Design wr_req_queue_router, sky130hd; sources not shown.
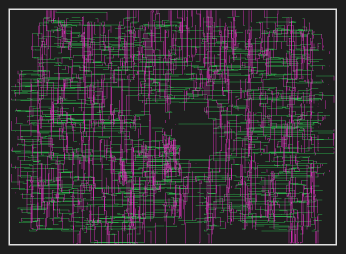
(wiring by layer)
Drawn at 1.5 px/um. Only two layers are drawn.
Key: magenta = M2 [wire length 12800 um]; green = M1 [wire length 12600 um]
final WL: 27.1 mm
Tot GR Track Use: 0.163

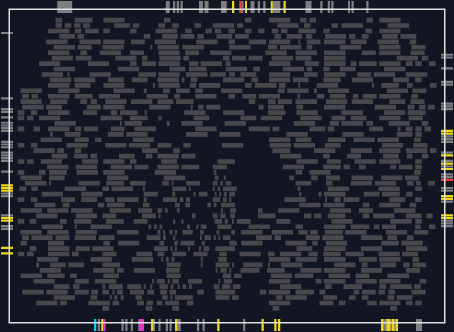
(pin map)
Drawn at 2 px/um. Pins as bars across the die edge, other pins in grey.
Key: yellow = `wdata_i` [pins 32, direction input, edge 12 bottom, 9 right, 7 left, 4 top]; cyan = `req_i` [pins 1, direction input, edge bottom]; magenta = `level_o` [pins 3, direction output, edge bottom]; red = `out_sel_o` [pins 2, direction output, edge 1 top, 1 right]
Die H: 156 um
Buffers on Ports: 139
width of the die: 217 um

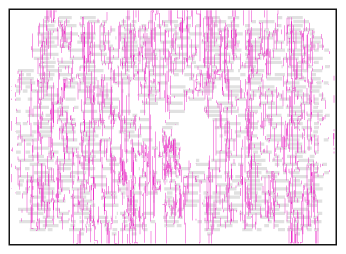
(the metal 2 layer)
Drawn at 1.5 px/um. Cells faint in the background.
The layer carries 12800 um of wire. The wires run mostly vertical. The layer holds 47% of the routed length. The longest straight run is 87.1 um. 804 nets have wire on it.
Via Count: 6319
met2 Usage GRT: 0.263

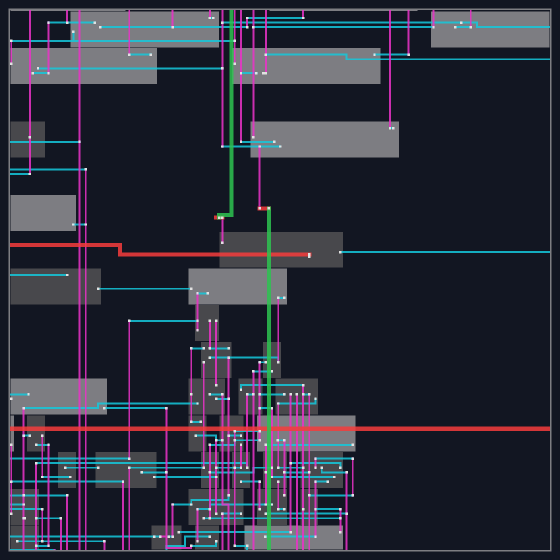
(layout detail)
Window x 88 to 128, y 58 to 98 um. Cells in grey, sequential cells in the stronger grey; small squares are vias.
Key: magenta = M2; cyan = M1; red = M3; green = M4
Sequential cells in the window: 10. Most frequent: edfxtp_1 (5), dfxtp_1 (5). 35 logic cells have their middle in the window.

==> metrics.cfg <==
[clock_tree]
clkTransAtPathRegs_ns=0.06
cts_max_level=2
clk_path_buf_depth=3
cts_buffers=34
postCtsSetupBuffers=0
hold_buffers=0
insertion_delay_ns=0.52
cts_tree=built
post_cts_resized=0

[grt]
grt_max_degree=38
antenna_found_initial=0
overflow=0
grt_pass1_vias=6997

[power]
p_per_area_mw_per_mm2=462
peakVddDrop_mv=0.209

[yosys]
synth_cells=602
async_flop_share=0
simple_gate_area_frac=0.0215
yosysTopAreaCellShare=0.623
aoi_share=0.0644
topCombFamilyByArea=multiplexers
ys_cells=602
ys_chip_area_mm2=0.0123
synth-xor-area-share=0.00213
area_leaders=edfxtp_1 (62%), dfxtp_1 (14%), mux4_2 (11%)
flop_cell=edfxtp_1
ys_seq_frac=0.762
synthDistinctLibCells=47
netlist_area_mm2=0.0123
adder_share=0.00872
syn-num-nets=679
synth_flop_count=342
yosysWarnings=0

[critical_path]
worstSetupStartpointType=input port
cp.arrival_ns=3.40
r2r_cells=10
crit_type=in -> reg
path_max_fanout=8
required_ns=5.58
critPathCaptureType=register

[cells_and_area]
mi_logic_area_mm2=0.00269
clock_area_frac=0.0714
antennaDiodeCount=0
num-fill-cells=2914
nets=858
drive_gt1_frac=0.243
largest_reg_flops=256
lay_top_cells=edfxtp_1 (256), clkdlybuf4s50_1 (139), dfxtp_1 (86)
flop_area_mm2=0.00941
largestClassByArea=sequential cells
layout_top_cell=edfxtp_1
nClkBuffers=54
combAreaFraction=0.174
seq_share=0.607
signal_buffers=177
inverters=11
final_cells=1227
comb_cells=215
buffer_area_frac=0.111
ff_count=342

[sta]
finalHoldViolations=0
setup_viol=0
timing.final.max_slew_violations=0
layout_min_cycle_time_ns=3.02
rsz0062_at_grt=false
finClkSkew_ns=0.0139
period_used_share=0.580
relSlewSlack=0.213

[drt]
avgRoutedWirePerCell_um=22.1
detail_route.iter0.violations=421
drc_errors=0
viasPerCell=5.15
antenna_left=0
firstDrtPassIters=4

[floorplanning]
core_mm2=0.0309
initial_utilization=0.399
nWellTaps=420
chipArea_mm2=0.0339
num_rows=54
io_pins=141

[placement]
hpwl_mm=16.7
globalplace.congestion=0.757
dp_cells=1165

[min_path]
hold_path.class=in -> reg
min_path_cells=3

[flow_run]
warnings=29

[run_status]
status=finished clean

[synthesized netlist by cell type (3+ instances only)]
| library cell | number |
|---|---|
| nand3_1 | 4 |
| ha_1 | 7 |
| o211ai_1 | 3 |
| mux4_1 | 5 |
| a21oi_1 | 8 |
| a22o_2 | 44 |
| nor3_1 | 5 |
| clkbuf_1 | 9 |
| mux4_2 | 59 |
| a22o_1 | 20 |
| dfxtp_1 | 86 |
| buf_6 | 8 |
| buf_2 | 13 |
| nor2_1 | 12 |
| inv_1 | 10 |
| o21ai_0 | 3 |
| edfxtp_1 | 256 |
| nand2_1 | 10 |
| and3_1 | 6 |
[routing by layer]
layer,GRT usage,part of all wire,vias up
li1,-,-,2828
met1,0.228,0.47,3332
met2,0.263,0.47,131
met3,0.0372,0.046,28
met4,0.0419,0.015,0
met5,0,0,-
[report_power, final]
part / switching (mW) / total [mW] / leakage, nW / internal [mW]
Clock: 0.995 / 2.40 / 0.536 / 1.40
Combinational: 0.609 / 1.41 / 1.55 / 0.804
Sequential: 0.164 / 3.36 / 3.01 / 3.19
[per-stage QoR]
step	worst slack, ns	power [mW]	cell area [um2]	util	TNS (ns)
2_1_floorplan	2.06	4.07	12300	-	0
3_3_place_gp	-0.137	4.82	14300	0.461	-33.20
3_5_place_dp	1.65	4.85	14400	0.465	0
4_1_cts	2.21	7.28	15500	0.501	0
5_1_grt	2.02	7.53	15500	0.501	0
6_report	2.18	7.17	15500	0.501	0
[worst max-delay path, cell delays in order]
cell	delay, ns
clkdlybuf4s50_1	0.48
nand2_1	0.06
nor3_1	0.89
inv_1	0.17
ha_1	0.32
inv_1	0.06
ha_1	0.13
inv_1	0.05
fa_1	0.38
xor2_1	0.17
xnor2_1	0.13
nor2_1	0.05
Power figures rest on the tool's default switching activity, not on a simulated workload.
